**src/rtl/nfa_pkg.sv**
```systemverilog
// Shared defaults and the class-field helper used by the NFA chain engine.
package nfa_pkg;

  localparam int unsigned CLS_W_DEF    = 6;
  localparam int unsigned OFF_W_DEF    = 16;
  localparam int unsigned CNT_W_DEF    = 8;
  localparam int unsigned NL_CLASS_DEF = 0;
  // Widest STATE_CLASS vector supported (64 states x 8-bit class index)
  localparam int unsigned SC_MAX_W     = 512;

  function automatic int unsigned class_field(input logic [SC_MAX_W-1:0] sc,
                                              input int unsigned         idx,
                                              input int unsigned         w);
    logic [SC_MAX_W-1:0] sh;
    sh = sc >> (idx * w);
    return sh[31:0] & ((32'd1 << w) - 32'd1);
  endfunction

endpackage

```
**src/rtl/nfa_chain_engine_cell.sv**
```systemverilog
// One NFA position: state flop gated by its class bit, fed by start/prev/loop/skip.
module nfa_state_cell (
  input  logic clk,
  input  logic rst_n,
  input  logic en_i,
  input  logic sod_i,
  input  logic m_i,
  input  logic start_i,
  input  logic prev_i,
  input  logic loop_i,
  input  logic skip_i,
  output logic next_o,
  output logic state_o
);

  logic state_q;

  // start_i is not history, so it survives the sod clear
  always_comb next_o = m_i & (start_i | (~sod_i & (prev_i | loop_i | skip_i)));

  always_ff @(posedge clk or negedge rst_n) begin
    if (!rst_n)    state_q <= 1'b0;
    else if (en_i) state_q <= next_o;
  end

  assign state_o = state_q;

endmodule

```
**src/rtl/nfa_chain_engine.sv**
```systemverilog
// Parametrised payload NFA with sticky/pulse match outputs.
// Per-stream statistics are built only when NFA_MATCH_STATS_EN is defined.
module nfa_chain_engine
  import nfa_pkg::*;
#(
  parameter int unsigned                 NUM_STATES  = 24,
  parameter int unsigned                 NUM_CLASSES = 34,
  parameter int unsigned                 CLS_W       = CLS_W_DEF,
  parameter logic [NUM_STATES*CLS_W-1:0] STATE_CLASS = '0,
  parameter logic [NUM_STATES-1:0]       LOOP_MASK   = '0,
  parameter logic [NUM_STATES-1:0]       SKIP_MASK   = '0,
  parameter bit                          ANCHORED    = 1'b1,
  parameter bit                          MULTILINE   = 1'b1,
  parameter int unsigned                 NL_CLASS    = NL_CLASS_DEF,
  parameter int unsigned                 OFF_W       = OFF_W_DEF,
  parameter int unsigned                 CNT_W       = CNT_W_DEF
) (
  input  logic                   clk,
  input  logic                   rst_n,
  input  logic                   en,
  input  logic                   sod,
  input  logic [NUM_CLASSES-1:0] class_in,
  output logic                   out,
  output logic                   match_pulse,
  output logic [CNT_W-1:0]       match_count,
  output logic [OFF_W-1:0]       first_off,
  output logic                   first_vld
);

  logic [NUM_STATES-1:0] state_w;
  logic [NUM_STATES-1:0] next_w;
  logic                  s_w;
  logic                  hit;
  logic                  out_q, pulse_q, started_q, nl_q;

  always_comb begin
    s_w = 1'b1;
    if (ANCHORED) s_w = sod | (MULTILINE & started_q & nl_q);
  end

  for (genvar gi = 0; gi < NUM_STATES; gi++) begin : g_st
    localparam int unsigned CI = class_field(SC_MAX_W'(STATE_CLASS), gi, CLS_W);
    logic start_w, prev_w, skip_w;
    if (gi == 0) begin : g_head
      assign start_w = s_w;
      assign prev_w  = 1'b0;
    end else begin : g_body
      assign start_w = 1'b0;
      assign prev_w  = state_w[gi-1];
    end
    if (gi >= 2 && SKIP_MASK[gi]) begin : g_skip
      assign skip_w = state_w[gi-2];
    end else begin : g_noskip
      assign skip_w = 1'b0;
    end
    nfa_state_cell u_cell (
      .clk     (clk),
      .rst_n   (rst_n),
      .en_i    (en),
      .sod_i   (sod),
      .m_i     (class_in[CI]),
      .start_i (start_w),
      .prev_i  (prev_w),
      .loop_i  (LOOP_MASK[gi] & state_w[gi]),
      .skip_i  (skip_w),
      .next_o  (next_w[gi]),
      .state_o (state_w[gi])
    );
  end

  assign hit = next_w[NUM_STATES-1];

  always_ff @(posedge clk or negedge rst_n) begin
    if (!rst_n) begin
      out_q     <= 1'b0;
      pulse_q   <= 1'b0;
      started_q <= 1'b0;
      nl_q      <= 1'b0;
    end else if (en) begin
      pulse_q   <= hit;
      out_q     <= hit | (out_q & ~sod);
      started_q <= started_q | sod;
      nl_q      <= class_in[NL_CLASS];
    end else begin
      pulse_q   <= 1'b0;
    end
  end

  assign out         = out_q;
  assign match_pulse = pulse_q;

  logic unused_ok;
  assign unused_ok = ^{class_in, started_q, nl_q, state_w};

`ifdef NFA_MATCH_STATS_EN
  logic [OFF_W-1:0] off_q, off_d, cur_off, foff_q, foff_d;
  logic [CNT_W-1:0] cnt_q, cnt_d, base_cnt;
  logic             vld_q, vld_d, base_vld;

  // sod restarts the stats first, then this byte's hit is applied on top
  always_comb begin
    off_d    = off_q;
    cnt_d    = cnt_q;
    foff_d   = foff_q;
    vld_d    = vld_q;
    cur_off  = sod ? '0 : off_q;
    base_cnt = sod ? '0 : cnt_q;
    base_vld = sod ? 1'b0 : vld_q;
    if (en) begin
      if (sod)             off_d = OFF_W'(1);
      else if (off_q != '1) off_d = off_q + OFF_W'(1);
      cnt_d = (hit && base_cnt != '1) ? base_cnt + CNT_W'(1) : base_cnt;
      vld_d = base_vld | hit;
      if (hit && !base_vld) foff_d = cur_off;
    end
  end

  always_ff @(posedge clk or negedge rst_n) begin
    if (!rst_n) begin
      off_q  <= '0;
      cnt_q  <= '0;
      foff_q <= '0;
      vld_q  <= 1'b0;
    end else begin
      off_q  <= off_d;
      cnt_q  <= cnt_d;
      foff_q <= foff_d;
      vld_q  <= vld_d;
    end
  end

  assign match_count = cnt_q;
  assign first_off   = foff_q;
  assign first_vld   = vld_q;
`else
  assign match_count = '0;
  assign first_off   = '0;
  assign first_vld   = 1'b0;
`endif

endmodule
```
**config.mk**
```make
export PLATFORM = sky130hd
export DESIGN_NAME = nfa_chain_engine
export DESIGN_NICKNAME = d
export VERILOG_FILES = /design/src/rtl/nfa_pkg.sv /design/src/rtl/nfa_chain_engine_cell.sv /design/src/rtl/nfa_chain_engine.sv
export SDC_FILE = /design/constraint.sdc
export NUM_CORES = 1
export LEC_CHECK = 0
export CAP_MARGIN = 0
export CORE_ASPECT_RATIO = 0.9
export CORE_MARGIN = 2
export CORE_UTILIZATION = 40
export CTS_CLUSTER_DIAMETER = 40
export DETAILED_ROUTE_END_ITERATION = 6
export GPL_ROUTABILITY_DRIVEN = 0
export PLACE_DENSITY = 0.8
export SETUP_SLACK_MARGIN = 0.05
export SYNTH_ARGS = -nofsm -noshare
export SYNTH_HDL_FRONTEND = slang
export SYNTH_SLANG_ARGS = --single-unit
```
**constraint.sdc**
```tcl
create_clock -name clk -period 0.98 [get_ports clk]
set_input_delay 0.245 -clock clk [delete_from_list [all_inputs] [get_ports clk]]
set_output_delay 0.245 -clock clk [all_outputs]
set_load 0.05 [all_outputs]
```
Run 1, congestion heat map:
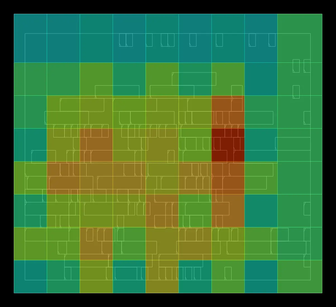
M2 GR Usage: 17.3%
wire length per cell after detailed routing: 10.9 um

Run 1, gate-type map:
Drawn at 4 px/um.
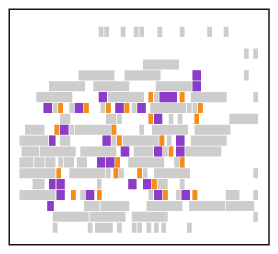
inverters -> orange  # cells 24, most used inv_1
inverting AOI/OAI gates -> purple  # cells 27, most used o22ai_1
most used logic cell in the final layout: dfrtp_1
Final Instance Count excl. Fillers: 191
fraction of standard cell area in multi-input logic: 27.6%

Run 1, the metal 1 layer:
Drawn at 4 px/um.
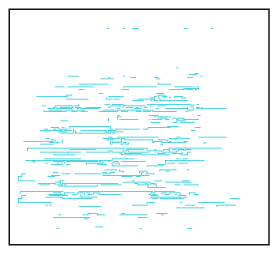
wire length on this layer = 988 um
share of all routed wire = 47%
nets with wire on the layer = 127
longest straight run = 29.9 um

Run 1, zoomed window:
Window x 36 to 61, y 31 to 56 um. Cells in grey, sequential cells in the stronger grey; small squares are vias.
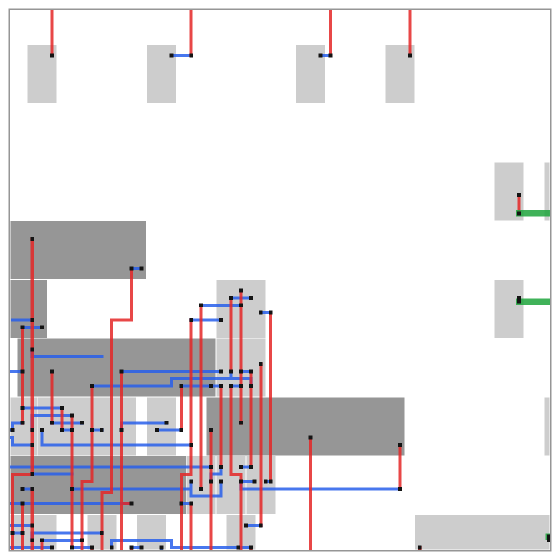
metal 1 -> blue
metal 2 -> red
metal 3 -> green
most frequent = conb_1 (6), nand2_1 (4), dfrtp_1 (4)
sequential cells in the window = 4
netlist names of flops here include = g_st.u_cell.state_o (4)
cells with their middle in the window = 23

==> results.txt, run 1 <==
Status of the implementation.

- Counting flops with a built-in enable in the synthesized netlist gives 0.
- The total number of placement rows is 19, for reference.
- In this run the worst path has a maximum fanout of 2.
- The maximum clock insertion buffer count is 2, for reference.
- The die height is slightly below 60 um, for reference.
- TritonCTS built the clock tree.
- The flow ran to the end, but the final reports show violations.
- Per the post-synthesis report, the number of cells in the design is 139.
- The via count of the first global-routing pass is 712.
- For this design, the slowest cell found on the critical path is dfrtp_1.
- In this build the clock could be raised as far as 849 MHz.
- The total cell area reported by yosys after synthesis is about 1300 um2, for reference.
- After global routing the overflow that remains totals 0.
- The checks that failed: negative setup slack.
- The least setup slack across all paths after layout is -0.198 ns, for reference.
- The antenna diode instance count is 0, for reference.
- The total area inside the core boundary comes to about 3000 um2.
- The capturing element type of the critical path is a primary output, for reference.
- The run reported a max-capacitance violation count of 0.
- For this block, the routed nets add up to approximately 2100 um of wire.
- The total power is between 1.5 and 2 mW, for reference.
- The overall routing resource usage is ~11%, for reference.
- The clock tree root driver cell is clkbuf_4, for reference.
- The half-perimeter wire length after detailed placement is roughly 1200 um, for reference.
- By instance count after routing, the leading logic cell types are 27 x dfrtp_1, 25 x conb_1, 24 x nand2_1, 24 x inv_1, 22 x o22ai_1.
- Clock latency on the worst-skew pair, taken at its later pin, is ~0.34 ns.
- The commonest cells after synthesis are 27 x buf_4, 27 x dfrtp_1, 24 x inv_1, 24 x nand2_1, 22 x o22ai_1.
- Before placement the cells fill a little over two fifths of the core.
- The final period demand of the worst path is around 1.2 ns, for reference.
- The register area share after synthesis is between 50% and 60%, for reference.
- The average instance in the mapped netlist occupies 9.50 um2.
- The netlist uses 16 different library cells.
- Across the VDD grid, the largest voltage drop is between 0.7 and 0.8 mV.
- The layout has between 300 and 400 filler cells.
- Per the layout area report, the register area comes to 676 um2.
- The type recorded for the worst min-delay path is input port to async pin.
- The die extent in x is 64.6 um, for reference.
- Before any placement, the netlist area is recorded as 1320 um2.
- The number of antenna violations at the first check in global routing is 0, for reference.
- Per the layout area report, the combinational gate area comes to between 300 and 400 um2.
- The final setup violation count is 2, for reference.
- OpenSTA, run right after detailed placement, puts the worst setup slack at -0.322 ns.
- The final route contains 820 vias.
- The share of the synthesized area in the top cell type is 51.2%, for reference.
- The cell type contributing the most total cell area after synthesis is dfrtp_1, for reference.
- Looking at the clock tree report, the H-tree level count equals 1.
- For this run, the detailed router reports a per-instance via density of 4.29.
- Per the synth stats, the flop cell with the highest instance count is dfrtp_1.
- The number of cells upsized or downsized after cts is 2, for reference.
## run 1: cell type report
type                            instances  area share (%)
Clock buffer                            3            1.57
Multi-Input combinational cell         80            27.6
Inverter                               24            6.28
Sequential cell                        27            47.1
Clock inverter                          1           0.523
Tap cell                               42            3.66
Timing Repair Buffer                   14            13.3
## run 1: worst max path at each step
stage	from	to	slack [ns]	cells after the start
after floorplan	out	out	0.06	2
after global placement	en	g_st[0].u_cell.state_o	-0.30	4
after detailed placement	sod	g_st[21].u_cell.state_o	-0.32	3
after CTS	out	out	-0.20	1
after global routing	out	out	-0.25	1
final	out	out	-0.20	1
## run 1: power by group
group	internal [mW]	switching, mW
sequential	1.13	0.00558
combinational	0.0686	0.299
clock	0.157	0.341
## run 1: flip-flops by register name (all words and copies together) (netlist names)
register,flops
match_pulse,1
out,1
nl_q,1
g_st.u_cell.state_o,23
started_q,1
## run 1: kinds of logic after synthesis
kind of cell,Yosys count,share of synthesized area [%]
buffers and inverters,57,26.7
AND-OR/OR-AND,28,13.6
flip-flops,27,51.2
AND/OR/NAND/NOR,26,8.15
other,1,0.284
## run 1: per-stage QoR
step	area, um2	instances	setup TNS [ns]
final	1440	191	-0.377
after detailed placement	1340	183	-8.14
after floorplan	1410	163	0
after CTS	1400	189	-0.386
after global routing	1440	191	-0.477
after global placement	1340	183	-7.61
## run 1: per-layer routing
| layer | vias up | global-route usage (%) | part of all wire, % |
|---|---|---|---|
| met5 | - | 0 | 0 |
| met4 | 0 | 3.65 | 1.1 |
| met3 | 5 | 4.40 | 4.3 |
| met2 | 16 | 17.3 | 47 |
| met1 | 387 | 14.1 | 47 |
| li1 | 412 | - | - |
==> run 1 -> run 2 <==
==> constraint.sdc (replaced) <==
create_clock -name clk -period 0.98 [get_ports clk]
set_input_delay 0.245 -clock clk [delete_from_list [all_inputs] [get_ports clk]]
set_output_delay 0.245 -clock clk [all_outputs]
set_load 0.02 [all_outputs]
==> run 2 against run 1 <==
  * The flow still finishes with violations (negative setup slack)
  * Largest power group unchanged
  * Count of clock-buffer cells in the layout rose by 1
  * Sequential cell count did not move
  * Synthesized area did not move
  * Clock power fell by 4%
==> results.txt, run 2 <==
Status of the implementation.

- By instance count after routing, the leading logic cell type is dfrtp_1.
- The share of the synthesized area in the top cell type is 51.2% (unchanged), for reference.
- The clock network latency to the later pin of the worst-skew pair was 0.33 ns (about the same).
- For reference, the critical path is launched at out.
- The number of antenna violations at the first check in global routing came to 0 (unchanged).
- On the critical path, the stage with the largest delay is an instance of dfrtp_1.
- The via-per-instance ratio is 4.35 (+1.3%).
- The area of all placed cells without fillers came to 1430 um2 (-0.44%).
- The number of enable-type register cells in the synthesized netlist came to 0 (unchanged).
- The antenna diode instance count is 0 (unchanged), for reference.
- The synthesized cell area is 1320 um2 (unchanged), for reference.
- The clock tree root driver cell is clkbuf_4, for reference.
- The final setup violation count is 2 (unchanged), for reference.
- The total cell area reported by yosys after synthesis is 1320 um2 (unchanged), for reference.
- The overall routing resource usage is 12.1% (+1.1 points), for reference.
- The maximum frequency from static timing analysis is 878 MHz (+3.4%), for reference.
- The least setup slack across all paths after layout is -0.159 ns (+0.0392 ns).
- The signed area change from the synthesized netlist to the final layout is 8.25%, for reference.
- The post-synthesis area per instance is 9.50 um2 (unchanged).
- The distinct cell type count after synthesis is 16 (unchanged), for reference.
- The cell total after placement was 183 (unchanged).
- The placement-stage cell area is 1320 um2 (-1.5%), for reference.
- The run finished, with violations left.
- The maximum clock insertion buffer count is 2 (unchanged), for reference.
- The worst voltage drop across the vdd grid is 0.750 mV (-6.1%), for reference.
- The floorplan utilization is 42.7% (unchanged).
- The maximum fanout along the worst path is 2 (unchanged), for reference.
- The via count of the first global-routing pass is 730 (+2.5%), for reference.
- The most used flip-flop cell after synthesis is dfrtp_1.
- The synthesis run shows the most used standard cells to be 27 x buf_4, 27 x dfrtp_1, 24 x inv_1, 24 x nand2_1, 22 x o22ai_1.
- According to the hold report, the worst path is of the input port to async pin type.
- The number of warnings printed during yosys synthesis is 0, for reference.
- The final period demand of the worst path came to 1.14 ns (-0.0392 ns).
- Sorting the Yosys area breakdown by cell type puts at the top dfrtp_1.
- The standard cell core area is 3090 um2 (unchanged), for reference.
- The register area share after synthesis is 51.2% (unchanged), for reference.
- The die height is 58.5 um (unchanged).
- The wire length per cell was 10.9 um (-0.19%).
- The half-perimeter wire length after detailed placement was 1210 um (-1.5%).
- The post-placement worst setup slack came to -0.315 ns (+0.00700 ns).
- The total power is 1.87 mW (-6.6%).
- TritonCTS built the clock tree.
- The total number of placement rows is 19 (unchanged).
- The final reports fail on negative setup slack.
- The final total negative setup slack was -0.278 ns (+0.0998 ns).
- The number of standard cells in the layout, taps in and fillers out was 191 (unchanged).
- The worst setup path is captured at a primary output.
## run 2: cell counts after synthesis
Identical to the previous run, type by type.
## run 2: worst paths after layout
path | slack, ns | endpoint | cells past startpoint
max in group asynchronous | 0.57 | g_st[3].u_cell.state_o | 2
hold reg to reg | 0.48 | started_q | 1
hold / removal | 0.25 | g_st[9].u_cell.state_o | 2
setup reg to reg | 0.21 | out | 2
setup / recovery | -0.16 | out | 1
min in group clk | 0.34 | out | 3
## run 2: cell type report
| cell class | count | area, um2 |
|---|---|---|
| Tap cell | 42 | 52.6 |
| Clock buffer | 4 | 26.3 |
| Multi-Input combinational cell | 82 | 423 |
| Sequential cell | 27 | 676 |
| Timing Repair Buffer | 12 | 161 |
| Inverter | 24 | 90.1 |
| Fill cell | 306 | 1660 |
## run 2: power breakdown
| part | total [mW] | internal (mW) | switching (mW) |
|---|---|---|---|
| logic | 0.256 | 0.0770 | 0.178 |
| registers | 1.13 | 1.13 | 0.00564 |
| clock network | 0.480 | 0.160 | 0.320 |
| total | 1.87 | 1.36 | 0.504 |
## run 2: layer usage
layer  GRT usage [%]  share of wire (%)  wire (um)  vias up
li1                -                  -          -      414
met1            16.7                 50       1050      394
met2            18.3                 44        923       18
met3            4.02                4.3         89        5
met4            3.65                1.1         22        0
met5               0                  0          0        -
## run 2: cell families after synthesis
family,after synthesis,synth area share [%]
buffers and inverters,57,26.7
AND/OR/NAND/NOR,26,8.15
AND-OR/OR-AND,28,13.6
other,1,0.284
flip-flops,27,51.2
## run 2: repair_timing
item,in CTS,in global routing
gates cloned,2,2
gates resized,14,4
setup endpoints to repair,5,26
Run 2, the metal 1 layer:
Drawn at 4 px/um.
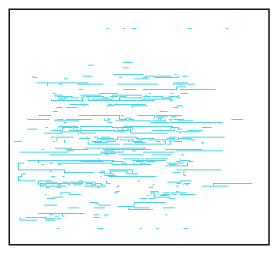
nets with wire on the layer = 132
share of all routed wire = 50%
total vias in the final route: 831
wire length after detailed routing: 2080 um
grt met1 use: 16.7%

Run 2, gate-type map:
Drawn at 4 px/um.
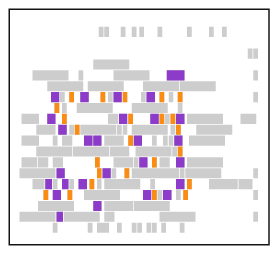
inverters -> orange  # cells 24, most used inv_1
inverting AOI/OAI gates -> purple  # cells 27, most used o22ai_1
fraction of standard cell area in multi-input logic: 29.6%

Run 2, zoomed window:
Window x 36 to 61, y 31 to 56 um. Cells in grey, sequential cells in the stronger grey; small squares are vias.
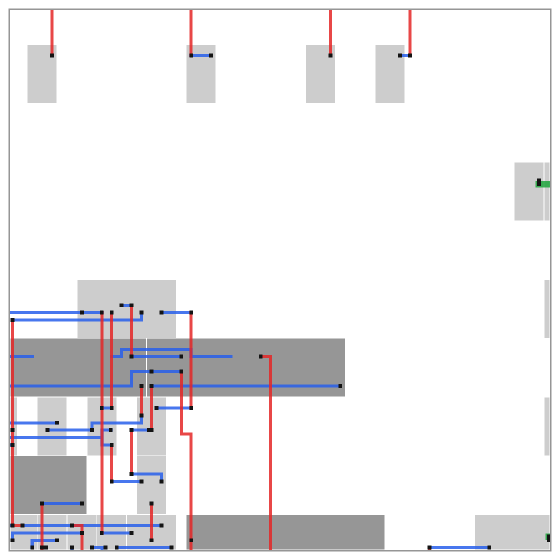
metal 1 -> blue
metal 3 -> green
metal 2 -> red
sequential cells in the window = 3
most frequent = conb_1 (5), inv_1 (4)
netlist names of flops here include = g_st.u_cell.state_o (3)
cells with their middle in the window = 19

==> run 2 -> run 3 <==
- ABC_AREA: default -> 1
- PLACE_DENSITY: 0.8 -> 0.79
==> run 3 against run 2 <==
  * The run still ends with negative setup slack left
  * Clock power up 28%
  * Setup slack better by 0.093 ns
  * Via count down 0.48%
  * Cell count up 2.1%
  * First-iteration DRC count down 50%
  * Combinational power up 2%
  * Synthesized cell count up 2.9%
  * Non-clock buffer count up 1
  * Largest power group unchanged
  * Highest routed layer unchanged
==> results.txt, run 3 <==
Status of the implementation.

- The timing report shows that the slowest cell on the worst path is dfrtp_1.
- Per the synth stats, the flop cell with the highest instance count is dfrtp_1.
- The maximum fanout along the worst path is 2 (unchanged), for reference.
- The maximum clock insertion buffer count is 2 (unchanged), for reference.
- The commonest cells after synthesis are 55 x nand2_1, 27 x dfrtp_1, 26 x buf_4.
- The least setup slack across all paths after layout is -0.0662 ns (+0.0926 ns), for reference.
- STA lists the endpoint of the worst register-to-register path as g_st[0].u_cell.state_o.
- The final total negative setup slack is -0.108 ns (+0.170 ns), for reference.
- The worst voltage drop across the vdd grid is 1.07 mV (+42%), for reference.
- The maximum frequency from static timing analysis was 956 MHz (+8.8%).
- The depth of the worst register-to-register path is 4 (+2).
- The met1 usage is 16.0% (-0.72 points), for reference.
- The area of all placed cells without fillers came to 1490 um2 (+3.9%).
- The post-synthesis area per instance came to 9.43 um2 (-0.68%).
- The fraction of met3 tracks used by global routing is 4.37% (+0.36 points).
- The number of warnings printed during yosys synthesis was 0 (unchanged).
- Compared with the post-synthesis result, the final layout area differs by 10.1%.
- The synthesized cell area is 1350 um2 (+2.2%).
- The final period demand of the worst path came to 1.05 ns (-0.0926 ns).
- The met1 wire length is 997 um (-4.7%), for reference.
- The checks that failed: negative setup slack.
- The total number of placement rows came to 19 (unchanged).
- The root buffer cell chosen for the clock tree is clkbuf_8.
- The placement-stage cell area was 1410 um2 (+6.5%).
- The share of the synthesized area in the top cell type is 50.1% (-1.1 points).
- The overall routing resource usage is 11.8% (-0.30 points).
- The number of stages on the worst setup path was 1 (unchanged).
- The routed wire length on met2 is 901 um (-2.4%).
- The flow ran to the end, but the final reports show violations.
- The distinct cell type count after synthesis is 13 (-3), for reference.
- The amount of wire on met3 after detailed routing is 85 um (-4.5%), for reference.
- The number of antenna violations at the first check in global routing is 0 (unchanged), for reference.
- In this run the most used layer during global routing was met2.
- The final setup violation count is 2 (unchanged), for reference.
- The die height came to 59.1 um (+1.0%).
- The cell type contributing the most total cell area after synthesis is dfrtp_1, for reference.
- The number of inserted filler cells in the final layout is 304 (-0.65%), for reference.
- The highest layer used for signal routing is met4, for reference.
==> run 3: worst max path at each step <==
stage	endpoint	slack [ns]
floorplan	g_st[17].u_cell.state_o	0.26
global placement	g_st[7].u_cell.state_o	-0.27
detailed placement	g_st[13].u_cell.state_o	-0.32
CTS	out	-0.07
global route	out	-0.10
finish	out	-0.07
==> run 3: per-stage QoR <==
step           setup WS (ns)  hold slack, ns  std cells  util [%]  power (mW)
2_1_floorplan          0.261         -0.0506        167         -        1.39
3_3_place_gp          -0.273           0.449        190      44.9        1.40
3_5_place_dp          -0.319           0.460        190      44.9        1.40
4_1_cts              -0.0736           0.323        195      47.3        2.03
5_1_grt               -0.104           0.320        195      47.3        2.11
6_report             -0.0662           0.326        195      47.3        2.01
==> run 3: kinds of logic (layout without fill, tap and decap cells) <==
family,after synthesis,in the layout,share of synthesized area [%]
flops,27,27,50.1
buf+inv,36,22,19.9
other cells,1,25,0.278
compound gates,22,22,13.5
simple gates,57,57,16.2
==> run 3: power by group <==
group	switching, mW	leakage (nW)	internal (mW)
clock network	0.324	0.0228	0.291
logic	0.182	0.340	0.0792
registers	0.00529	0.369	1.12
total	0.511	0.732	1.49
==> run 3: final cells by class <==
class | instances | area (um2) | area share (%)
flip-flops and latches | 27 | 676 | 45.5
repair buffers | 13 | 199 | 13.4
well taps | 42 | 52.6 | 3.54
multi-input cells | 104 | 494 | 33.3
clock buffers | 4 | 45.0 | 3.03
inverters | 5 | 18.8 | 1.26
==> run 3: repair_timing <==
item | in CTS | in global routing
endpoints found under the setup margin | 26 | 2
gates resized | 16 | 0
hold endpoints to repair | 0 | 0
setup buffers | 0 | 0
gates cloned | 1 | 0
pin swaps | 2 | 0
Run 3, the metal 1 layer:
Drawn at 4 px/um.
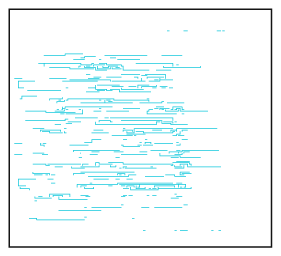
share of all routed wire = 50%
nets with wire on the layer = 132
longest straight run = 16.6 um
total vias in the final route: 827
wire length after detailed routing: 1990 um

Run 3, clock network drawn from the DEF:
Drawn at 4 px/um.
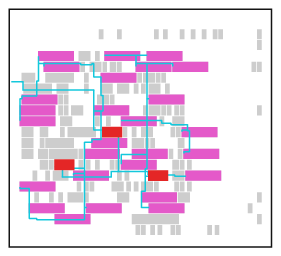
clock drivers -> red  # count 3
flip-flops -> magenta  # count 27
clock wires -> cyan  # length 298 um
routed clock nets = 4
Power Clock: 0.615 mW
final worst clock skew: 0.00148 ns
insertion delay at the late pin of the worst-skew pair: 0.27 ns
Clk network pwr share: 30.6%

Run 3, gate-type map:
Drawn at 4 px/um.
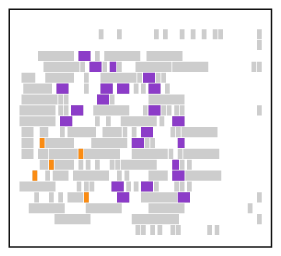
inverters -> orange  # cells 5, most used inv_1
inverting AOI/OAI gates -> purple  # cells 22, most used o21ai_2
fraction of standard cell area in multi-input logic: 33.3%
Final Instance Count excl. Fillers: 195
most used logic cell in the final layout: nand2_1

Power and IR drop assume default switching activity.
